File: src/rtl/sumador_rr_arbiter.sv
// Two-requester round-robin arbiter/sequencer for the shared SUMADORQ22 adder.
// Define SUMADOR_ARB_FIXPRI_EN for fixed priority (requester 0 wins ties).
module sumador_rr_arbiter #(
  parameter int W   = 5,
  parameter int LAT = 1
) (
  input  logic         clk,
  input  logic         rst_n,
  input  logic         req0_valid,
  output logic         req0_ready,
  input  logic [W-1:0] req0_a,
  input  logic [W-1:0] req0_b,
  input  logic         req1_valid,
  output logic         req1_ready,
  input  logic [W-1:0] req1_a,
  input  logic [W-1:0] req1_b,
  output logic [W-1:0] add_a,
  output logic [W-1:0] add_b,
  input  logic [W:0]   add_c,
  output logic         rsp_valid,
  input  logic         rsp_ready,
  output logic         rsp_id,
  output logic [W:0]   rsp_sum,
  output logic         busy
);

  typedef enum logic [1:0] {
    IDLE,
    WAIT,
    RESP
  } state_t;

  localparam logic [2:0] CNT_INIT = 3'(LAT + 1);

  state_t     state_q;
  state_t     state_d;
  logic       last_q;
  logic [2:0] cnt_q;
  logic       win;
  logic       idle;
  logic       hs;

  always_comb begin
    win = 1'b0;
    unique case (1'b1)
      (req0_valid && !req1_valid): win = 1'b0;
      (req1_valid && !req0_valid): win = 1'b1;
      (req0_valid && req1_valid): begin
`ifdef SUMADOR_ARB_FIXPRI_EN
        win = 1'b0;
`else
        win = ~last_q;
`endif
      end
      default: win = 1'b0;
    endcase
  end

  assign idle       = (state_q == IDLE);
  assign req0_ready = idle && req0_valid && !win;
  assign req1_ready = idle && req1_valid && win;
  assign hs         = (req0_valid && req0_ready) ||
                      (req1_valid && req1_ready);
  assign rsp_valid  = (state_q == RESP);
  assign busy       = !idle;

  always_comb begin
    state_d = state_q;
    unique case (state_q)
      IDLE:    if (hs) state_d = WAIT;
      WAIT:    if (cnt_q == 3'd0) state_d = RESP;
      RESP:    if (rsp_ready) state_d = IDLE;
      default: state_d = IDLE;
    endcase
  end

  // Operands stay on the adder until the next grant.
  always_ff @(posedge clk or negedge rst_n) begin
    if (!rst_n) begin
      state_q <= IDLE;
      last_q  <= 1'b1;
      cnt_q   <= 3'd0;
      add_a   <= '0;
      add_b   <= '0;
      rsp_id  <= 1'b0;
      rsp_sum <= '0;
    end else begin
      state_q <= state_d;
      unique case (state_q)
        IDLE: begin
          if (hs) begin
            add_a  <= win ? req1_a : req0_a;
            add_b  <= win ? req1_b : req0_b;
            rsp_id <= win;
            cnt_q  <= CNT_INIT;
          end
        end
        WAIT: begin
          if (cnt_q == 3'd0) rsp_sum <= add_c;
          else               cnt_q   <= cnt_q - 3'd1;
        end
        RESP: begin
          if (rsp_ready) last_q <= rsp_id;
        end
        default: ;
      endcase
    end
  end

endmodule

File: config.mk
export PLATFORM = sky130hd
export DESIGN_NAME = sumador_rr_arbiter
export DESIGN_NICKNAME = d
export VERILOG_FILES = /design/src/rtl/sumador_rr_arbiter.sv
export SDC_FILE = /design/constraint.sdc
export NUM_CORES = 1
export LEC_CHECK = 0
export ABC_AREA = 1
export CAP_MARGIN = 20
export CORE_ASPECT_RATIO = 0.9
export CORE_MARGIN = 5
export CORE_UTILIZATION = 44
export DETAILED_ROUTE_END_ITERATION = 8
export MAX_ROUTING_LAYER = met4
export PLACE_DENSITY = 0.9
export RECOVER_POWER = 50
export SYNTH_ARGS = -nofsm -noshare
export SYNTH_HDL_FRONTEND = slang
export SYNTH_SLANG_ARGS = --single-unit
export TNS_END_PERCENT = 50
File: constraint.sdc
create_clock -name clk -period 3.1 [get_ports clk]
set_input_delay 0.775 -clock clk [delete_from_list [all_inputs] [get_ports clk]]
set_output_delay 0.775 -clock clk [all_outputs]
set_load 0.02 [all_outputs]
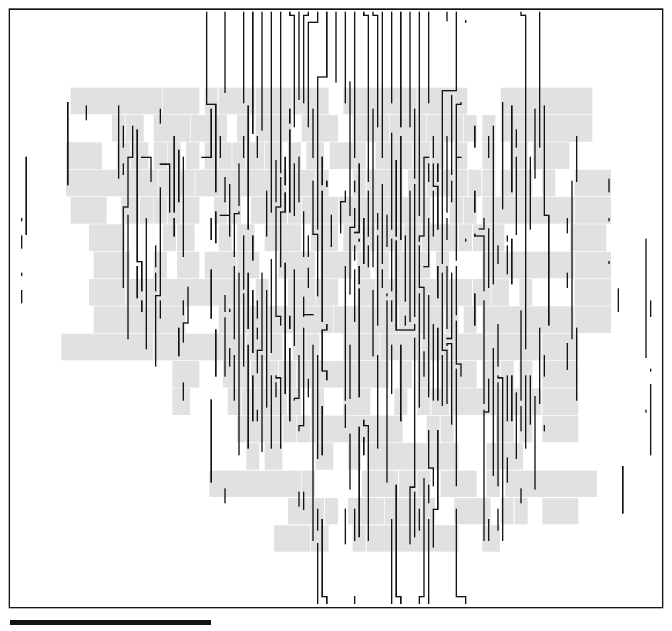
**Above:** metal 2.
Bar = 20 um. Cells faint in the background.
The layer holds 54% of the routed length. The wires run mostly vertical. The layer carries 1830 um of wire. The longest straight run is 33.1 um.
final wirelength: 3370 um
M2 GR Usage: 33.2%
count of vias placed by the detailed router: 1193

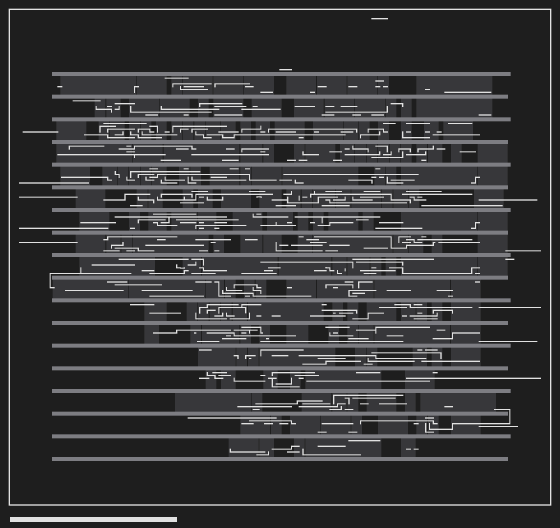
**Above:** signal wires on met1.
Bar = 20 um. Supply wires on this layer in grey. Cells faint in the background.
The wires run mostly horizontal. The layer carries 1300 um of wire. The longest straight run is 17.0 um.
routing usage on met1: 21.8%

==> notes.md <==
Notes on the physical design

In this design, the stage delay of the slowest critical-path cell is approximately 0.62 ns. The proportion of power drawn by flip-flops and latches is 32.4%. The max-slew violation count is 0. The cell count after synthesis came out at 149. The tree is rooted in a sky130_fd_sc_hd__clkbuf_4. The buffer_ports step reported a buffer count of between 50 and 60.

The synthesized area per cell is 7.99 um^2. The area of the placeable core is around 2500 um^2. The number of cells in the finished layout apart from fillers is about 230. The sort of element at the start of the critical path is an input port. The synthesized flop and latch total is 23. The report lists the number of cells resized after CTS as 0. Setup repair after global routing left no endpoint under its margin.

The area growth from synthesis to layout is 45.8%. The remaining antenna violation count after routing is 0. The pin count of the biggest net entering global routing is 24. The total standard cell area after synthesis is 1190 um^2. The tapcell count is 28. The buffer count from post-CTS setup fixing is 0. Global routing used 19.0% of the available tracks. The number of maximum-capacitance violations recorded for the run is 0.

The critical-path maximum fanout is 3. The buffer-and-inverter tally for the worst setup path is 2. In the CTS report, the clock slew at the register clock pins of the worst setup and hold paths is listed as 0.14 ns.

The post-route DRC violation count is 0. In this run the critical path is formed by clkdlybuf4s50_1 > nand2_1 > a21oi_2 > clkdlybuf4s50_1. The tally of unique sky130hd cells used after synthesis is 21. The total cell area reported by yosys after synthesis is 1190 um^2. The deepest level of the CTS H-tree is 1.

The multi-input combinational cell count is 110. Counting along the longest clock path gives a buffer depth of 2. The TritonCTS buffer count is 3. The critical path runs through a total of 4 cells. The estimated wirelength of the detail-placed design is around 2600 um. The non-clock buffer area fraction after layout is 31.3%.

The number of OpenROAD warnings is 27. The number of non-clock buffers is 56. The worst path arrival time is 2.25 ns. More flip-flops sit in one register than any other, and that register is rsp_sum. Per the timing report, the achievable frequency comes out to 0.331 GHz. The most numerous cell type found on the critical path is sky130_fd_sc_hd__clkdlybuf4s50_1. After detailed routing, no signal wire sits above met4. The routed design could run at a clock period as short as ~3.0 ns. The repair_antennas step left the layout with diodes totalling 0. Detailed-route iteration 0 reported a violation count of 91.

The critical-path cell with the highest stage delay is sky130_fd_sc_hd__clkdlybuf4s50_1. The net switching power figure is 0.000742 W. The transition time of the tightest slew-check pin is between 1 and 1.5 ns. The critical path is of the input port to output port type.

The run finished with clean final reports. The worst setup path is captured at an output port. After its last routability iteration, the placer logged a weighted congestion of about 0.75. TritonCTS built the clock tree. The register share of the cell area is 33.2%.

The first global-routing pass estimated 5530 um of wire. The wire length on met2 is roughly 1800 um. The final-layout clock buffer total is 3. The most critical min-delay path falls under register to register. The worst slack after detailed placement is 0.0853 ns. Adding up every negative setup slack in the final design gives 0 ns. The worst register-to-register path has a depth of 6.
[cell usage in the layout (no fill, tap or decap)]
cell / instances
sky130_fd_sc_hd__nand4_1: 3
sky130_fd_sc_hd__o31ai_1: 1
sky130_fd_sc_hd__dfstp_2: 1
sky130_fd_sc_hd__clkinv_2: 1
sky130_fd_sc_hd__nand3_4: 1
sky130_fd_sc_hd__nor2_4: 1
sky130_fd_sc_hd__dlygate4sd3_1: 2
sky130_fd_sc_hd__nand3_1: 28
sky130_fd_sc_hd__buf_4: 4
sky130_fd_sc_hd__inv_2: 1
sky130_fd_sc_hd__clkbuf_4: 3
sky130_fd_sc_hd__nand2_2: 2
sky130_fd_sc_hd__clkdlybuf4s50_1: 49
sky130_fd_sc_hd__o21ai_0: 2
sky130_fd_sc_hd__ha_1: 2
sky130_fd_sc_hd__inv_1: 8
sky130_fd_sc_hd__dfrtp_1: 22
sky130_fd_sc_hd__clkinv_1: 1
sky130_fd_sc_hd__xnor2_1: 1
sky130_fd_sc_hd__clkbuf_1: 1
sky130_fd_sc_hd__nand2_1: 65
sky130_fd_sc_hd__a21oi_2: 1
sky130_fd_sc_hd__nor2_1: 3
[metal layers]
metal / vias to the layer above / track usage, %
met5: - / -
met4: 0 / 6.63
met3: 6 / 3.98
met2: 52 / 33.2
met1: 548 / 21.8
li1: 587 / -
[cells in the mapped netlist (all sizes together)]
cell type	n	area share, %
nand2	67	22
nand3	29	14
dfrtp	22	46
inv	10	3.2
buf	6	4.3
nor2	4	2.1
nand4	3	1.6
ha	2	2.1
o21ai	2	0.84
a21oi	1	0.74
dfstp	1	2.2
o31ai	1	0.63
xnor2	1	0.74
[path summary, 6_finish.rpt]
check | slack, ns | start | end
setup / recovery | 0.08 | req0_valid | req0_ready
hold / removal | 0.49 | rsp_sum[5]$_DFFE_PN0P_ | rsp_sum[5]$_DFFE_PN0P_
setup reg to reg | 1.37 | state_q[0]$_DFFE_PN0P_ | cnt_q[2]$_DFFE_PN0P_
hold reg to reg | 0.49 | rsp_sum[5]$_DFFE_PN0P_ | rsp_sum[5]$_DFFE_PN0P_
max in group asynchronous | 1.10 | rst_n | cnt_q[1]$_DFFE_PN0P_
min in group asynchronous | 1.25 | rst_n | add_a[2]$_DFFE_PN0P_
[stage by stage]
stage,utilization (%),cell area [um^2],hold WS [ns]
global route,68.6,1740,0.511
detailed placement,68.1,1720,0.461
floorplan,-,1190,0.465
CTS,69.2,1750,0.493
finish,68.6,1740,0.495
global placement,68.1,1720,0.453
[logic make-up (layout without fill, tap and decap cells)]
family                   Yosys count  count (layout)  synth area share [%]
AND-OR/OR-AND                      4               4                  2.21
flip-flops                        23              23                  48.4
XOR/XNOR                           1               1                 0.735
adder cells (fa/ha/maj)            2               2                  2.10
AND/OR/NAND/NOR                  103             103                  39.1
buffers and inverters             16              70                  7.46
[power by group through the flow]
stage | clock network, W | registers (W) | logic [W]
2_1_floorplan | 0 | 0.000663 | 0.000483
3_3_place_gp | 0 | 0.000532 | 0.000942
3_5_place_dp | 0 | 0.000543 | 0.000982
4_1_cts | 0.000144 | 0.000536 | 0.000991
5_1_grt | 0.000166 | 0.000553 | 0.00106
6_report | 0.000141 | 0.000534 | 0.000972
Power and IR drop assume default switching activity.
